File: src/rtl/npc_sched_if.sv
// Purpose: bundles the next-PC scheduler's control inputs and PC-facing outputs.
// Latency: none. This is wiring only.
// Backpressure: none. Stalls are carried explicitly by hz_stall, halt_req and n_stall.
// Ports: master drives boot_go/hz_stall/br_*/jmp_*/halt_req/resume and observes
//        npc/npc_enn/n_stall/flush/state/redir_cnt; slave is the scheduler side.
interface npc_sched_if #(
  parameter int AW = 25,
  parameter int CW = 16
);
  logic          boot_go;
  logic          hz_stall;
  logic          br_taken;
  logic [AW-1:0] br_target;
  logic          jmp_valid;
  logic [AW-1:0] jmp_target;
  logic          halt_req;
  logic          resume;
  logic [AW-1:0] npc;
  logic          npc_enn;
  logic          n_stall;
  logic          flush;
  logic [1:0]    state;
  logic [CW-1:0] redir_cnt;

  modport master (
    output boot_go, hz_stall, br_taken, br_target, jmp_valid, jmp_target,
           halt_req, resume,
    input  npc, npc_enn, n_stall, flush, state, redir_cnt
  );

  modport slave (
    input  boot_go, hz_stall, br_taken, br_target, jmp_valid, jmp_target,
           halt_req, resume,
    output npc, npc_enn, n_stall, flush, state, redir_cnt
  );
endinterface

File: src/rtl/npc_sched.sv
// Purpose: next-PC scheduler. It arbitrates branch/jump/boot redirects, merges stall and halt, and holds a frozen-PC redirect.
// Latency: npc/npc_enn/n_stall/flush are combinational from the state and inputs. A redirect loads the PC at the next edge.
// Backpressure: hz_stall/halt_req drop n_stall. A redirect that arrives while frozen is parked in a one-entry pend slot.
// Ports: i_clk, i_rst (sync, active-high), io_sch (npc_sched_if.slave).
module npc_sched #(
  parameter int            AW        = 25,
  parameter int            CW        = 16,
  parameter logic [AW-1:0] BOOT_ADDR = '0
) (
  input  logic        i_clk,
  input  logic        i_rst,
  npc_sched_if.slave  io_sch
);
  typedef enum logic [1:0] {
    ST_BOOT = 2'd0,
    ST_RUN  = 2'd1,
    ST_PEND = 2'd2,
    ST_HALT = 2'd3
  } state_t;

  localparam logic          SRC_BR  = 1'b0;
  localparam logic          SRC_JMP = 1'b1;
  localparam logic [AW-1:0] ONE     = {{(AW-1){1'b0}}, 1'b1};
  localparam logic [CW-1:0] CNT_MAX = '1;

  state_t        r_state;
  logic          r_pend_v;
  logic          r_pend_src;
  logic [AW-1:0] r_pend_tgt;
  logic [CW-1:0] r_redir_cnt;

  state_t        w_nxt_state;
  logic [AW-1:0] w_npc;
  logic          w_npc_enn;
  logic          w_n_stall;
  logic          w_flush;
  logic          w_cnt_inc;
  logic          w_pend_ld;
  logic          w_pend_clr;
  logic          w_pend_src_d;
  logic [AW-1:0] w_pend_tgt_d;

  // Branch wins over jump because it belongs to the older instruction.
  logic          w_sel_v;
  logic          w_sel_src;
  logic [AW-1:0] w_sel_tgt;
  // While pending, a younger jump may be replaced by a branch. A pending branch is never replaced.
  logic          w_br_ovr;

  assign w_sel_v   = io_sch.br_taken | io_sch.jmp_valid;
  assign w_sel_src = io_sch.br_taken ? SRC_BR : SRC_JMP;
  assign w_sel_tgt = io_sch.br_taken ? io_sch.br_target : io_sch.jmp_target;
  assign w_br_ovr  = io_sch.br_taken && (r_pend_src == SRC_JMP);

  // The PC adds 1 to whatever it loads, so every redirect drives target-1.
  always_comb begin
    w_nxt_state  = r_state;
    w_npc        = '0;
    w_npc_enn    = 1'b0;
    w_n_stall    = 1'b0;
    w_flush      = 1'b0;
    w_cnt_inc    = 1'b0;
    w_pend_ld    = 1'b0;
    w_pend_clr   = 1'b0;
    w_pend_src_d = r_pend_src;
    w_pend_tgt_d = r_pend_tgt;
    if (!i_rst) begin
      unique case (r_state)
        ST_BOOT: begin
          if (io_sch.boot_go) begin
            w_n_stall   = 1'b1;
            w_npc_enn   = 1'b1;
            w_npc       = BOOT_ADDR - ONE;
            w_flush     = 1'b1;
            w_nxt_state = ST_RUN;
          end
        end
        ST_RUN: begin
          if (io_sch.halt_req || io_sch.hz_stall) begin
            // Frozen: park any redirect. A stall goes to PEND only if a redirect was parked.
            w_pend_ld    = w_sel_v;
            w_pend_src_d = w_sel_src;
            w_pend_tgt_d = w_sel_tgt;
            if (io_sch.halt_req)
              w_nxt_state = ST_HALT;
            else if (w_sel_v)
              w_nxt_state = ST_PEND;
          end else if (w_sel_v) begin
            w_n_stall = 1'b1;
            w_npc_enn = 1'b1;
            w_npc     = w_sel_tgt - ONE;
            w_flush   = 1'b1;
            w_cnt_inc = 1'b1;
          end else begin
            w_n_stall = 1'b1;
          end
        end
        ST_PEND: begin
          if (io_sch.halt_req || io_sch.hz_stall) begin
            w_pend_ld    = w_br_ovr;
            w_pend_src_d = SRC_BR;
            w_pend_tgt_d = io_sch.br_target;
            if (io_sch.halt_req)
              w_nxt_state = ST_HALT;
          end else begin
            w_n_stall   = 1'b1;
            w_npc_enn   = 1'b1;
            w_npc       = (w_br_ovr ? io_sch.br_target : r_pend_tgt) - ONE;
            w_flush     = 1'b1;
            w_cnt_inc   = 1'b1;
            w_pend_clr  = 1'b1;
            w_nxt_state = ST_RUN;
          end
        end
        ST_HALT: begin
          if (io_sch.resume && !io_sch.halt_req)
            w_nxt_state = r_pend_v ? ST_PEND : ST_RUN;
        end
        default: w_nxt_state = ST_BOOT;
      endcase
    end
  end

  always_ff @(posedge i_clk) begin
    if (i_rst) begin
      r_state     <= ST_BOOT;
      r_pend_v    <= 1'b0;
      r_pend_src  <= SRC_BR;
      r_pend_tgt  <= '0;
      r_redir_cnt <= '0;
    end else begin
      r_state <= w_nxt_state;
      if (w_pend_ld) begin
        r_pend_v   <= 1'b1;
        r_pend_src <= w_pend_src_d;
        r_pend_tgt <= w_pend_tgt_d;
      end else if (w_pend_clr) begin
        r_pend_v <= 1'b0;
      end
      if (w_cnt_inc && (r_redir_cnt != CNT_MAX))
        r_redir_cnt <= r_redir_cnt + {{(CW-1){1'b0}}, 1'b1};
    end
  end

  assign io_sch.npc       = w_npc;
  assign io_sch.npc_enn   = w_npc_enn;
  assign io_sch.n_stall   = w_n_stall;
  assign io_sch.flush     = w_flush;
  assign io_sch.state     = r_state;
  assign io_sch.redir_cnt = r_redir_cnt;
endmodule

File: src/flat_wrapper.sv
// flat-port wrapper written by rule: the top's interface ports become plain ports
module npc_sched_flat 
#(
  parameter int            AW        = 25,
  parameter int            CW        = 16,
  parameter logic [AW-1:0] BOOT_ADDR = '0
)
  (i_clk, i_rst, io_sch_boot_go, io_sch_hz_stall, io_sch_br_taken, io_sch_br_target, io_sch_jmp_valid, io_sch_jmp_target, io_sch_halt_req, io_sch_resume, io_sch_npc, io_sch_npc_enn, io_sch_n_stall, io_sch_flush, io_sch_state, io_sch_redir_cnt);
  npc_sched_if #(.AW(AW), .CW(CW)) io_sch_i ();
  input  logic i_clk;
  input  logic i_rst;
  input wire logic [$bits(io_sch_i.boot_go)-1:0] io_sch_boot_go;
  input wire logic [$bits(io_sch_i.hz_stall)-1:0] io_sch_hz_stall;
  input wire logic [$bits(io_sch_i.br_taken)-1:0] io_sch_br_taken;
  input wire logic [$bits(io_sch_i.br_target)-1:0] io_sch_br_target;
  input wire logic [$bits(io_sch_i.jmp_valid)-1:0] io_sch_jmp_valid;
  input wire logic [$bits(io_sch_i.jmp_target)-1:0] io_sch_jmp_target;
  input wire logic [$bits(io_sch_i.halt_req)-1:0] io_sch_halt_req;
  input wire logic [$bits(io_sch_i.resume)-1:0] io_sch_resume;
  output wire logic [$bits(io_sch_i.npc)-1:0] io_sch_npc;
  output wire logic [$bits(io_sch_i.npc_enn)-1:0] io_sch_npc_enn;
  output wire logic [$bits(io_sch_i.n_stall)-1:0] io_sch_n_stall;
  output wire logic [$bits(io_sch_i.flush)-1:0] io_sch_flush;
  output wire logic [$bits(io_sch_i.state)-1:0] io_sch_state;
  output wire logic [$bits(io_sch_i.redir_cnt)-1:0] io_sch_redir_cnt;
  assign io_sch_i.boot_go = io_sch_boot_go;
  assign io_sch_i.hz_stall = io_sch_hz_stall;
  assign io_sch_i.br_taken = io_sch_br_taken;
  assign io_sch_i.br_target = io_sch_br_target;
  assign io_sch_i.jmp_valid = io_sch_jmp_valid;
  assign io_sch_i.jmp_target = io_sch_jmp_target;
  assign io_sch_i.halt_req = io_sch_halt_req;
  assign io_sch_i.resume = io_sch_resume;
  assign io_sch_npc = io_sch_i.npc;
  assign io_sch_npc_enn = io_sch_i.npc_enn;
  assign io_sch_n_stall = io_sch_i.n_stall;
  assign io_sch_flush = io_sch_i.flush;
  assign io_sch_state = io_sch_i.state;
  assign io_sch_redir_cnt = io_sch_i.redir_cnt;
  npc_sched #(.AW(AW), .CW(CW), .BOOT_ADDR(BOOT_ADDR)) u_core (.i_clk(i_clk), .i_rst(i_rst), .io_sch(io_sch_i));
endmodule
File: config.mk
export PLATFORM = sky130hd
export DESIGN_NAME = npc_sched_flat
export DESIGN_NICKNAME = d
export VERILOG_FILES = /design/src/rtl/npc_sched_if.sv /design/src/rtl/npc_sched.sv /design/src/flat_wrapper.sv
export SDC_FILE = /design/constraint.sdc
export NUM_CORES = 1
export LEC_CHECK = 0
export ABC_AREA = 1
export CAP_MARGIN = 20
export CORE_MARGIN = 2
export CORE_UTILIZATION = 25
export CTS_BUF_LIST = sky130_fd_sc_hd__clkbuf_4 sky130_fd_sc_hd__clkbuf_8 sky130_fd_sc_hd__clkbuf_16
export CTS_CLUSTER_DIAMETER = 120
export DETAILED_ROUTE_END_ITERATION = 6
export PLACE_DENSITY = 0.54
export SLEW_MARGIN = 10
export SYNTH_ARGS = -nofsm -noshare
export SYNTH_HDL_FRONTEND = slang
export SYNTH_SLANG_ARGS = --single-unit
File: constraint.sdc
create_clock -name i_clk -period 3 [get_ports i_clk]
set_input_delay 0.6 -clock i_clk [delete_from_list [all_inputs] [get_ports i_clk]]
set_output_delay 0.6 -clock i_clk [all_outputs]
set_load 0.01 [all_outputs]
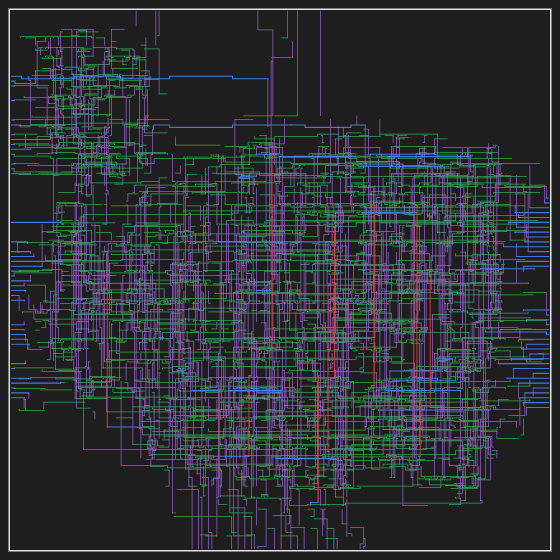
**Above:** run 1 (metal layers overlaid).
| colour | layer | wire length |
|---|---|---|
| blue | metal 3 | 1170 um |
| purple | metal 2 | 11200 um |
| green | metal 1 | 10400 um |
| red | metal 4 | 524 um |

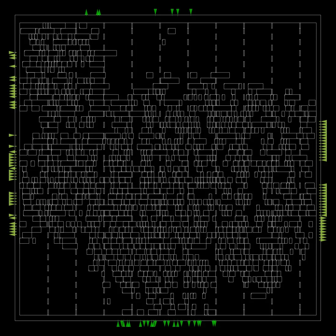
**Above:** run 1 (placement view).
core area: 21100 um2
seq_cells: 45
fin util: 0.414
Cell Rows: 53

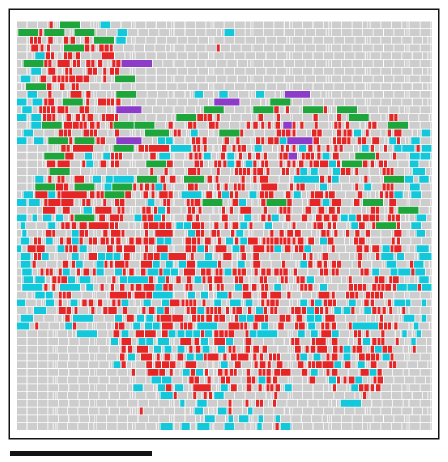
**Above:** run 1 (placement by cell class).
Bar = 50 um. Fill, decap, tap and diode cells in grey.
| colour | class | cells |
|---|---|---|
| purple | clock drivers and dummy loads | 8 |
| red | combinational and other logic | 910 |
| green | sequential cells | 45 |
| cyan | remaining buffers and delay cells | 299 |
flop share of the area: 0.104
final instance area: 8730 um2

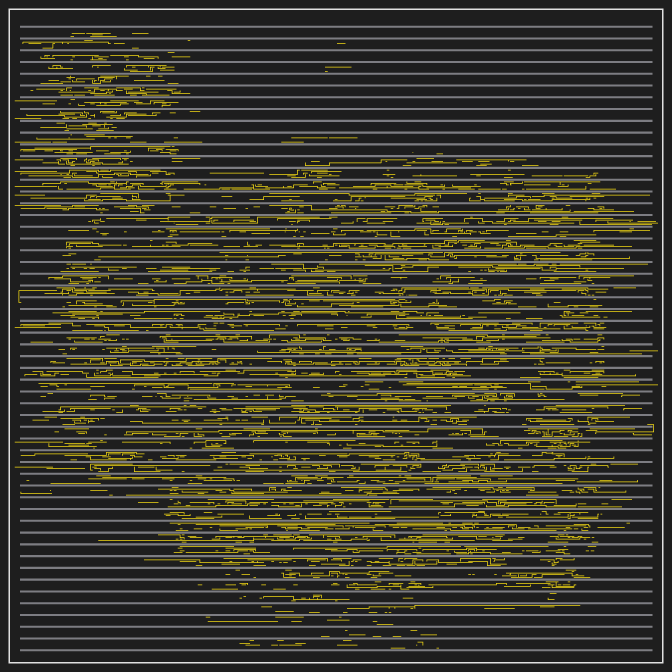
**Above:** run 1 (met1 routing).
Supply wires on this layer in grey.
main direction: horizontal
share of all routed wire: 45%
longest straight run: 55.7 um
nets with wire on the layer: 1190
total number of vias: 7341
Total Wirelength: 23.2 mm

run 1: per-layer routing:
| metal | wire length (um) | GRT usage | vias up | share of wire |
|---|---|---|---|---|
| li1 | - | - | 3723 | - |
| met1 | 10400 | 0.257 | 3391 | 0.45 |
| met2 | 11200 | 0.353 | 198 | 0.48 |
| met3 | 1170 | 0.0224 | 29 | 0.050 |
| met4 | 523 | 0.0360 | 0 | 0.023 |
| met5 | 0 | 0 | - | 0 |
run 1: state kept, by name, summed over array words and instances (netlist names):
| register | flops |
|---|---|
| u_core.r_pend_tgt | 25 |
| u_core.io_sch.state | 2 |
| u_core.io_sch.redir_cnt | 16 |
| u_core.r_pend_v | 1 |
| u_core.r_pend_src | 1 |
==> summary.txt, run 1 <==
run metrics: most frequent logic cell in the layout=nand2_1, HP Class=reg2reg, hold path cells=2, NetSw=0.00272 W, Simple-Gate Area Share=0.508, Comb group=between 0.004 and 0.005 W, Biggest consumer=combinational logic, combinational share of cell area=0.483, Area-dominant class=logic gates, I/O Pins=104, worst relative slew slack=0.649, area fraction in mux cells=0, Synth top cell by count=nand2_1, port bufs=slightly above 100, biggest cell delay along the critical path=0.22 ns, area fraction in xor and xnor cells=0.0114, hpwl dp=18.3 mm, reg2reg setup slack=around 0.8 ns, number of synthesized register bits=45, Leakage=4.24 nW, CP Max Fanout=11, status=finished, final reports clean, top_reg_cell synth=dfxtp_1, Clk pwr share=0.118, cells along the critical path=buf_12 > o21ai_2 > ha_4 > nand3_2 > nor2_4 > nand3_4 > nor2_4 > nand4_1 > nand3_1 > nand2_1 > nor2_2 > nor2_1 > buf_2, Crit path depth=13, Final period util=0.995, yosys stat area=5380 um2, hold buffer count at CTS=0, count of non-CTS buffers in the layout=299, gr ovfl total=0, fmax=between 0.3 and 0.4 GHz, # nets final=between 1000 and 1500, initial antenna violation count=0, layout cell share with drive strength beyond 1=0.318, Overall Power=0.00564 W, die area=22700 um2, clk buf depth=2, Yosys Instances=between 900 and 1000, post-CTS sizing=175, post-placement cell area=7800 um2, Sw Share=0.483, startpoint types=primary input, RR Endpoint=u_core.io_sch.redir_cnt[7]$_SDFFE_PP0P_, aoi share=0.166, non-clk buf share=0.303, Cell Type Count=~42, setup ws final=0.0149 ns, DP Worst Slack=-0.813 ns, CTS tree=built, Reg clk slew, reported paths=roughly 0.08 ns, crit path kind=in2out, Arr. time, crit path=2.39 ns, Final Setup Violations=0, DRT iter0 DRCs=374, tool warning count=32, largest net degree at the start of global routing=36, initial core utilization=0.255
==> run 1 -> run 2 <==
- GPL_TIMING_DRIVEN: unset -> 1
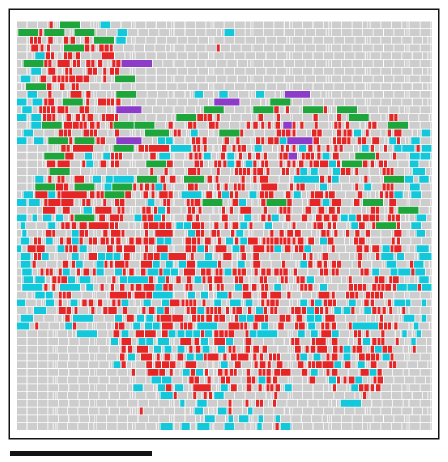
**Above:** run 2 (placement by cell class).
Bar = 50 um. Fill, decap, tap and diode cells in grey.

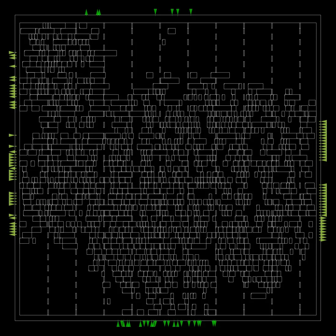
**Above:** run 2 (placement view).
Non-Filler Instances: 1537
Layout fillers: 2320
n_taps: 275

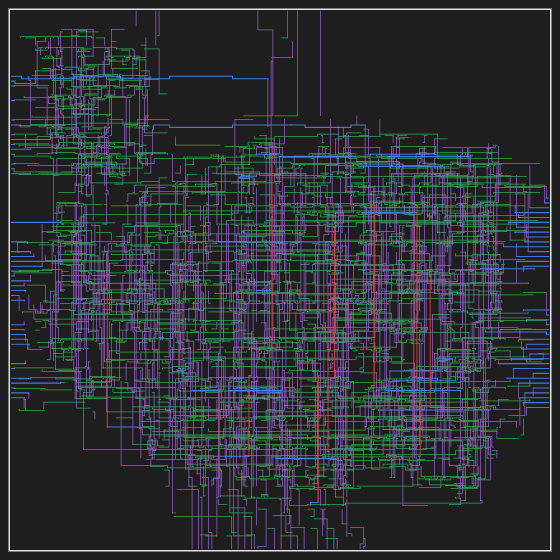
**Above:** run 2 (metal layers overlaid).
| colour | layer | wire length |
|---|---|---|
| green | metal 1 | 10400 um |
| red | metal 4 | 524 um |
| blue | metal 3 | 1170 um |
| purple | metal 2 | 11200 um |
aggregate global-route resource usage: 0.197
Routed WL per cell: 15.1 um

==> run 2 against run 1 <==
Cell area unchanged. First-iteration DRC count stayed put. Non-clock buffer count stayed put. Critical endpoint unchanged. Utilization unchanged. Clock power is essentially flat. Register-to-register slack about the same. Critical path type unchanged.
==> summary.txt, run 2 <==
run metrics: Seq share, synth=0.167, number of synthesized register bits=45, DP Worst Slack=-0.813 ns, Cell Rows=53, HP Class=reg2reg, fmax=0.335 GHz, Simple-Gate Area Share=0.508, grt peak-use layer=met2, Crit path depth=13, fin util=0.414, Synth top cell by count=nand2_1, Adder Share, Synth=0.0163, Overall Power=0.00564 W, startpoint types=primary input, hpwl dp=around 18 mm, family with the most delay on the worst path=simple AND/OR/NAND/NOR gates, initial antenna violation count=0, Sw Share=0.483, status=finished, final reports clean, clk buf depth=2, layout cell share with drive strength beyond 1=0.318, reg2reg setup slack=0.82 ns, top_reg_cell synth=dfxtp_1, Cell Type Count=42, cells along the critical path=buf_12 > o21ai_2 > ha_4 > nand3_2 > nor2_4 > nand3_4 > nor2_4 > nand4_1 > nand3_1 > nand2_1 > nor2_2 > nor2_1 > buf_2, Arr. time, crit path=about 2.4 ns, final instance area=around 8700 um2, antenna-violating nets left=0, max reg flops=25, largest net degree at the start of global routing=36, hold path cells=2, I/O Pins=104, Biggest consumer=combinational logic, DRT iter0 DRCs=374, aoi share=0.166, CP Max Fanout=11, setup ws final=around 0.015 ns, core area=approximately 21000 um2, RR Endpoint=u_core.io_sch.redir_cnt[7]$_SDFFE_PP0P_, Final period util=0.995, area fraction in xor and xnor cells=0.0114, top post-synthesis cells by area=nand2_1, dfxtp_1, nand3_1, nor2_1, inv_1, worst relative slew slack=0.649, yosys stat area=5380 um2, top sig layer=met4, Yosys Instances=998, Total Wirelength=23.2 mm, Reg clk slew, reported paths=~0.080 ns, WL met3=1.17 mm, Final Setup Violations=0, post-placement cell area=7800 um2, Leakage=4.24 nW, Comb group=0.00420 W, initial core utilization=0.255, biggest cell delay along the critical path=0.22 ns, Setup Skew=approximately 0.0079 ns, met2 Use GR=0.353, routed wl met2=between 10 and 15 mm, area fraction in mux cells=0, most frequent logic cell in the layout=nand2_1, Crit-path slowest cell=o21ai_2, clock sinks=roughly 45, NetSw=0.00272 W, port bufs=103, crit path kind=in2out, M1 WL=about 10 mm, met3 usage=0.0224, die area=22700 um2, first-pass GRT wire length=35.2 mm, total number of vias=7341
run 2: cell counts after synthesis:
No cell type changed its count.
run 2: cells by family (layout without fill, tap and decap cells):
kind of cell | Yosys count | after routing
simple gates | 616 | 616
compound gates | 164 | 164
buf+inv | 159 | 423
flops | 45 | 45
fa+ha+maj | 7 | 7
xor+xnor | 7 | 7
run 2: layout make-up:
class	count	area [um2]
inverter	116	445
clock buffer	5	125
multi-input combinational	794	4220
clock inverter	3	47.5
fill	2320	12400
tap	275	344
timing repair buffer	299	2640
sequential	45	905
run 2: repair_timing:
action | CTS | global route
buffers inserted | 16 | 15
pin swaps | 42 | 46
cloned | 0 | 2
gates resized | 175 | 116
hold buffers | 0 | 0
endpoints found under the setup margin | 25 | 24
Power figures rest on the tool's default switching activity, not on a simulated workload.
